===== config.mk =====
export PLATFORM = sky130hd
export DESIGN_NAME = imem_loader_flat
export DESIGN_NICKNAME = d
export VERILOG_FILES = /design/src/rtl/imem_loader_pkg.sv /design/src/rtl/imem_loader_if.sv /design/src/rtl/imem_loader_word_packer.sv /design/src/rtl/imem_loader.sv /design/src/flat_wrapper.sv
export SDC_FILE = /design/constraint.sdc
export NUM_CORES = 1
export LEC_CHECK = 0
export ABC_CLOCK_PERIOD_IN_PS = 2200
export CORE_ASPECT_RATIO = 0.75
export CORE_MARGIN = 4
export CORE_UTILIZATION = 47
export DETAILED_ROUTE_END_ITERATION = 16
export MAX_ROUTING_LAYER = met4
export PLACE_DENSITY = 0.76
export RECOVER_POWER = 50
export SETUP_SLACK_MARGIN = 0.05
export SYNTH_ARGS = -nofsm -noshare
export SYNTH_HDL_FRONTEND = slang
export SYNTH_HIERARCHICAL = 1
export SYNTH_SLANG_ARGS = --single-unit
export TNS_END_PERCENT = 1

===== constraint.sdc =====
create_clock -name clk -period 2.2 [get_ports clk]
set_clock_uncertainty 0.1 [all_clocks]
set_input_delay 0.55 -clock clk [delete_from_list [all_inputs] [get_ports clk]]
set_output_delay 0.55 -clock clk [all_outputs]
set_load 0.02 [all_outputs]

===== src/rtl/imem_loader_pkg.sv =====
// imem_loader_pkg: shared geometry and loader state encoding for memory and loader
package imem_loader_pkg;
  localparam int XLEN = 32;
  localparam int DEPTH = 1024;
  localparam int ADDR_W = $clog2(DEPTH);
  typedef enum logic [1:0] {IDLE, RECV, WRITE, DONE} state_t;
endpackage


===== src/rtl/imem_loader_if.sv =====
// imem_loader_if: byte-stream handshake plus instruction memory write port
interface imem_loader_if import imem_loader_pkg::*; #(parameter int AW = ADDR_W) ();
  logic in_valid;
  logic in_ready;
  logic [7:0] in_byte;
  logic mem_we;
  logic [AW-1:0] mem_addr;
  logic [XLEN-1:0] mem_wdata;
  modport master (input in_valid, in_byte, output in_ready, mem_we, mem_addr, mem_wdata);
  modport slave (output in_valid, in_byte, input in_ready, mem_we, mem_addr, mem_wdata);
endinterface


===== src/rtl/imem_loader_word_packer.sv =====
// word_packer: collects four bytes little-endian into one instruction word
module word_packer import imem_loader_pkg::*; (
  input  logic clk,
  input  logic rst_n,
  input  logic clear,
  input  logic push,
  input  logic [7:0] din,
  output logic [XLEN-1:0] word,
  output logic full
);
  logic [1:0] idx;
  assign full = idx == 2'd3;
  always_ff @(posedge clk) begin
    if (!rst_n) begin
      idx <= '0;
      word <= '0;
    end else if (clear) begin
      idx <= '0;
    end else if (push) begin
      word[{idx, 3'b000} +: 8] <= din;
      idx <= idx + 2'd1;
    end
  end
endmodule


===== src/rtl/imem_loader.sv =====
// imem_loader: fills instruction memory from a byte stream while holding the core
module imem_loader import imem_loader_pkg::*; #(
  parameter int DEPTH = imem_loader_pkg::DEPTH,
  parameter int ADDR_W = $clog2(DEPTH)
) (
  input  logic clk,
  input  logic rst_n,
  input  logic start,
  input  logic [ADDR_W:0] word_count,
  output logic busy,
  output logic cpu_hold,
  output logic done,
  output logic err,
  imem_loader_if.master bus
);
  localparam logic [ADDR_W:0] max_words = (ADDR_W+1)'(DEPTH);
  state_t state;
  logic [ADDR_W:0] words_left;
  logic [ADDR_W-1:0] addr;
  logic [XLEN-1:0] word;
  logic clear, push, full, last;
  assign clear = state == IDLE && start;
  assign push = bus.in_valid && bus.in_ready;
  assign last = words_left == (ADDR_W+1)'(1);
  assign cpu_hold = busy;
  assign bus.mem_addr = addr;
  assign bus.mem_wdata = word;
  word_packer u_packer (
    .clk(clk), .rst_n(rst_n), .clear(clear), .push(push),
    .din(bus.in_byte), .word(word), .full(full)
  );
  // addr holds on the final write so mem_addr never wraps past DEPTH-1
  always_ff @(posedge clk) begin
    if (!rst_n) begin
      state <= IDLE;
      words_left <= '0;
      addr <= '0;
      busy <= 1'b0;
      done <= 1'b0;
      err <= 1'b0;
      bus.in_ready <= 1'b0;
      bus.mem_we <= 1'b0;
    end else begin
      done <= 1'b0;
      err <= 1'b0;
      bus.mem_we <= 1'b0;
      case (state)
        IDLE: if (start) begin
          if (word_count == '0) begin
            state <= DONE;
            done <= 1'b1;
          end else if (word_count > max_words) begin
            err <= 1'b1;
          end else begin
            state <= RECV;
            words_left <= word_count;
            addr <= '0;
            busy <= 1'b1;
            bus.in_ready <= 1'b1;
          end
        end
        RECV: if (push && full) begin
          state <= WRITE;
          bus.mem_we <= 1'b1;
          bus.in_ready <= 1'b0;
        end
        WRITE: begin
          state <= last ? DONE : RECV;
          done <= last;
          busy <= !last;
          bus.in_ready <= !last;
          addr <= last ? addr : addr + 1'b1;
          words_left <= words_left - 1'b1;
        end
        default: state <= IDLE;
      endcase
    end
  end
endmodule


===== src/flat_wrapper.sv =====
// flat-port wrapper written by rule: the top's interface ports become plain ports
module imem_loader_flat import imem_loader_pkg::*;
#(
  parameter int DEPTH = imem_loader_pkg::DEPTH,
  parameter int ADDR_W = $clog2(DEPTH)
)
  (clk, rst_n, start, word_count, busy, cpu_hold, done, err, bus_in_valid, bus_in_byte, bus_in_ready, bus_mem_we, bus_mem_addr, bus_mem_wdata);
  imem_loader_if bus_i ();
  input  logic clk;
  input  logic rst_n;
  input  logic start;
  input  logic [ADDR_W:0] word_count;
  output logic busy;
  output logic cpu_hold;
  output logic done;
  output logic err;
  input wire logic [$bits(bus_i.in_valid)-1:0] bus_in_valid;
  input wire logic [$bits(bus_i.in_byte)-1:0] bus_in_byte;
  output wire logic [$bits(bus_i.in_ready)-1:0] bus_in_ready;
  output wire logic [$bits(bus_i.mem_we)-1:0] bus_mem_we;
  output wire logic [$bits(bus_i.mem_addr)-1:0] bus_mem_addr;
  output wire logic [$bits(bus_i.mem_wdata)-1:0] bus_mem_wdata;
  assign bus_i.in_valid = bus_in_valid;
  assign bus_i.in_byte = bus_in_byte;
  assign bus_in_ready = bus_i.in_ready;
  assign bus_mem_we = bus_i.mem_we;
  assign bus_mem_addr = bus_i.mem_addr;
  assign bus_mem_wdata = bus_i.mem_wdata;
  imem_loader #(.DEPTH(DEPTH), .ADDR_W(ADDR_W)) u_core (.clk(clk), .rst_n(rst_n), .start(start), .word_count(word_count), .busy(busy), .cpu_hold(cpu_hold), .done(done), .err(err), .bus(bus_i));
endmodule

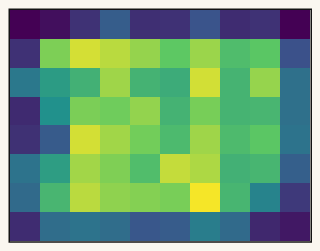
Fig. 1. Local utilization (run 1).
Drawn at 3 px/µm. The die is cut into 10 by 8 equal tiles; dark purple is low, yellow is high, 0 to 100% covered.
2.5% of the tiles are nearly empty. 31% of the tiles are over 75% full. The fullest tile reaches 99%. The densest ninth of the die: center. The mean over all tiles is 54%.
core area: 0.00601 mm²
initial core utilization: 0.498
final core occ: 0.710

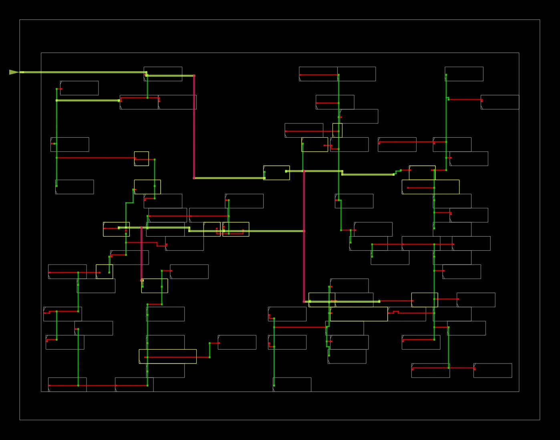
Fig. 2. Clock nets (run 1).
CTS Buf Count: 9
Skew-Pair Late Insertion Delay: 0.33 ns
Clock buffer cells: 9
count of flip-flops and latches: 62
Sink Count: 62

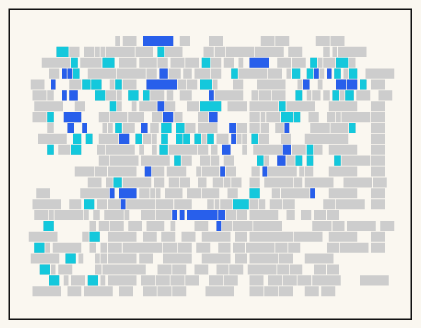
Fig. 3. Logic cells by family (run 1).
Drawn at 4 px/µm.
Key: cyan = aoi and oai cells [cells 63]; blue = nor cells [cells 41]
Commonest Layout Cell: dfxtp_1
logic share of the area: 0.386
non-filler cells, final: 515

==> run 1: per-layer routing <==
| metal | share of wire | global-route usage | wire length [µm] | vias to the layer above |
|---|---|---|---|---|
| li1 | - | - | - | 1427 |
| met1 | 0.46 | 0.334 | 3960 | 1367 |
| met2 | 0.45 | 0.339 | 3880 | 109 |
| met3 | 0.076 | 0.0553 | 653 | 11 |
| met4 | 0.012 | 0.0485 | 106 | 0 |
| met5 | 0 | - | 0 | - |
==> run 1: through the flow <==
step,worst slack [ns],power (mW),TNS (ns),utilization,hold slack (ns)
after floorplan,0.298,1.36,0,-,0.346
after global placement,-0.296,1.50,-5.01,0.666,0.352
after detailed placement,-0.313,1.51,-6.70,0.666,0.359
after CTS,0.0604,2.72,0,0.707,0.372
after global routing,0.0265,2.81,0,0.710,0.394
final,0.124,2.69,0,0.710,0.367
==> flow_summary.ini, run 1 <==
; yosys + openroad results
[status]
outcome = finished, final reports clean

[worst_setup_path]
cp-endpoint = u_core/u_packer/word[13]
regToRegSetupSlack_ns = 0.26
worstReg2RegEnd = u_core/words_left[10]
crit_path_max_fanout = 8
reg2regPathDepth = 7
cp.required_ns = 2.32
max_stage_delay_ns = 0.58
end_kind = flop

[logic_synthesis]
adder_share = 0.0376
synth_cells = 327
netlist_top_cells_count = 62 x dfxtp_1, 37 x nand2_1, 23 x a21oi_1
topCellsByArea = dfxtp_1 41%, a22o_1 4.7%, nand2_1 4.6%
ys.flops = 62
ff_type = dfxtp_1

[detailed_routing]
vias = 2914
final_antenna_net_count = 0
dr.pass1.iters = 4

[power_and_ir_drop]
comb-power_uw = 322

[cells_and_area]
drive_gt1_frac = 0.174
buffers = 111
fin_area_mm2 = 0.00427
non_clock_inverter_count = 7
fillers = 471
nets = 464
lay_top_cells = 62 x dfxtp_1, 39 x buf_4, 37 x clkdlybuf4s50_1, 37 x nand2_1, 29 x dlygate4sd3_1
clk_share = 0.0572

[final_timing]
rsz0062_at_grt = true
max_slew_margin = 0.683
hold_viol_final = 0

[run]
max-cap-violations = 0

[hold_path]
hold_path_end = u_core/u_packer/word[3]

[floorplanning]
num_rows = 24

[clocking]
cts_max_level = 3
Fig. 4: run 1, nets reached from selected ports
Drawn at 4 px/µm.
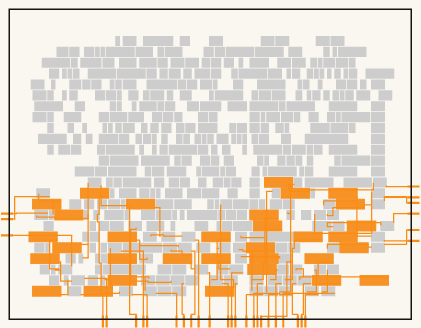

## Run 2: what changed since run 1
- ABC_CLOCK_PERIOD_IN_PS: 2200 -> 2100
- clock period: 2.2 -> 2.1 ns (I/O delays scaled with it)
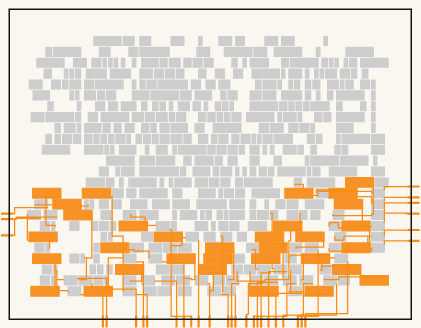
Fig. 5. Nets reached from selected ports (run 2).
Drawn at 4 px/µm.
Key: orange = `bus_mem_wdata` [direction output, edge 23 bottom, 6 right, 3 left, end cells 32, buffers 32, wire 893 µm]

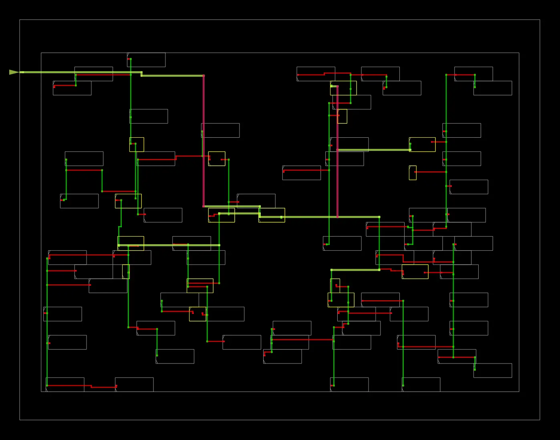
Fig. 6. Clock nets (run 2).
P_clk: 901 µW
Clock buffer cells: 11

==> run 2 against run 1 <==
Net effect:
- worst setup slack lost 0.060 ns
- via count grew 2.7%
- area after synthesis is the same
- final cell count grew 0.97%
- clock-buffer cell count grew 2
- largest cell class unchanged
- clock power shrank 25%
- flip-flop count is the same
- sequential power grew 5%
- register-to-register slack lost 0.08 ns
==> flow_summary.ini, run 2 <==
; yosys + openroad results
[status]
outcome = finished, final reports clean

[logic_synthesis]
ys.flops = 62
topCellsByArea = dfxtp_1 41%, a22o_1 4.7%, nand2_1 4.6%
yosysTopAreaCell = dfxtp_1
synth_cells = 327
ff_type = dfxtp_1

[hold_path]
hold_path_startpoint = u_core/busy

[cells_and_area]
post-route-util = 0.698
nets = 469
finalNonFillerCells = 520
syn_to_final_growth_pct = 40.1
fin_area_mm2 = 0.00419
lay_top_cells = 62 x dfxtp_1, 41 x buf_4, 37 x nand2_1

[power_and_ir_drop]
intPower_mw = 1.80
fin_total_pwr_mw = 2.48
comb-power_uw = 351

[final_timing]
max_slew_margin = 0.696
setup_ws_ns = 0.0636
hold_viol_final = 0
hold_ws_ns = 0.364
tns_ns = 0
rsz0062_at_grt = true

[worst_setup_path]
max_stage_delay_ns = 0.58
crit_family = buffers and inverters
cp.required_ns = 2.23
regToRegSetupSlack_ns = 0.18
crit_path_max_fanout = 8
crit_arrival_ns = 2.16

[clocking]
cts_max_level = 3
worst_skew_pair.late_latency_ns = 0.33
cts_made_buffers = 9

[detailed_routing]
dr.pass1.iters = 4
vias = 2993
final_antenna_net_count = 0

[run]
max-cap-violations = 0

[floorplanning]
fp_util = 0.498
num_rows = 24

[grt]
use_met3 = 0.0535
grtUsageMet2 = 0.334
met1_usage = 0.338
==> run 2: area by class of cell <==
type | count | area [µm²]
Tap cell | 78 | 97.6
Multi-Input combinational cell | 241 | 1660
Inverter | 7 | 26.3
Clock inverter | 5 | 35.0
Sequential cell | 62 | 1240
Timing Repair Buffer | 116 | 1000
Fill cell | 497 | 1810
Clock buffer | 11 | 131
==> run 2: final timing paths <==
path / to / depth (start not counted)
min: u_core/busy / 2
max: u_core/u_packer/word[13] / 8
max reg2reg: u_core/words_left[6] / 7
min reg2reg: u_core/busy / 2
==> run 2: metal layers <==
metal	vias up	wire, µm
li1	1446	-
met1	1431	4100
met2	101	3930
met3	15	576
met4	0	131
met5	-	0
Fig. 7: run 2, local utilization
Drawn at 3 px/µm. The die is cut into 10 by 8 equal tiles; dark purple is low, yellow is high, 0 to 100% covered.
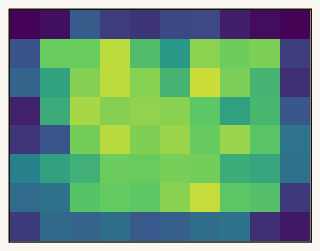

## Run 3: what changed since run 2
- SETUP_SLACK_MARGIN: 0.05 -> 0.1
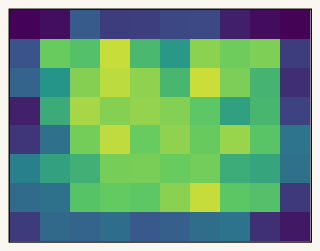
Fig. 8. Local utilization (run 3).
Drawn at 3 px/µm. The die is cut into 10 by 8 equal tiles; dark purple is low, yellow is high, 0 to 100% covered.
The mean over all tiles is 53%. The fullest tile reaches 92%. The densest ninth of the die: center. 34% of the tiles are over 75% full. 2.5% of the tiles are nearly empty.

==> run 3 against run 2 <==
Net effect:
- sequential power about the same
- via count rose by 0.27%
- global-route usage unchanged
- critical path depth fell by 2
==> flow_summary.ini, run 3 <==
; yosys + openroad results
[status]
outcome = finished, final reports clean

[final_timing]
hold_viol_final = 0
max_slew_margin = 0.748
setup_ws_ns = 0.0863

[power_and_ir_drop]
comb-power_uw = 351
intPower_mw = 1.80

[logic_synthesis]
ff_type = dfxtp_1
topCellsByArea = dfxtp_1 41%, a22o_1 4.7%, nand2_1 4.6%
yosysTopAreaCell = dfxtp_1

[worst_setup_path]
end_kind = flop
crit_arrival_ns = 2.19
cp-endpoint = u_core/words_left[0]

[detailed_routing]
final_antenna_net_count = 0
dr.pass1.iters = 5
vias = 3001

[floorplanning]
tap_cells = 78
num_rows = 24
fp_util = 0.498

[cells_and_area]
largestClassByArea = combinational gates
clk_share = 0.0398
nets = 469
lay_top_cells = 62 x dfxtp_1, 42 x clkdlybuf4s50_1, 39 x buf_4
sh_comb_area = 0.397
fin_area_mm2 = 0.00419
seqCellArea_mm2 = 0.00124
lay_top_count = dfxtp_1

[clocking]
clock_sinks = 62
cts_made_buffers = 9

[placed_design]
pre_cts_slack_ns = -0.402

[grt]
use_met3 = 0.0535

[run]
max-cap-violations = 0
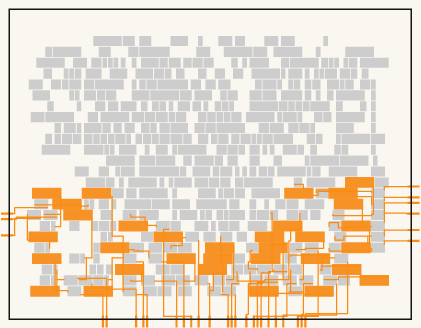
Fig. 9. Nets reached from selected ports (run 3).
Drawn at 4 px/µm.
Key: orange = `bus_mem_wdata` [direction output, edge 23 bottom, 6 right, 3 left, end cells 32, buffers 32, wire 900 µm]

-- run 3: cell types whose count changed in the layout (fill, tap and decap cells not counted), moves of 2 or more --
cell,before,now
dlymetal6s2s_1,3,5
clkbuf_1,11,14
dlygate4sd3_1,19,10
and2_1,2,0
clkdlybuf4s50_1,36,42
buf_4,41,39
-- run 3: metrics by stage --
stage                util  hold WS, ns
finish              0.697        0.365
floorplan               -        0.346
CTS                 0.704        0.368
global placement    0.673        0.351
detailed placement  0.673        0.358
global route        0.697        0.393
-- run 3: tightest hold or removal path, stage by stage, from the launching register on --
cell     delay, ns
dfxtp_1       0.32
nand2_1       0.05
a21oi_1       0.05
-- run 3: timing repair --
action                     CTS  global route
pin swaps                    4             5
setup endpoints to repair   29            39
hold endpoints to repair     0             0
setup buffers                0             2
resized                      9            20
Power figures rest on the tool's default switching activity, not on a simulated workload.
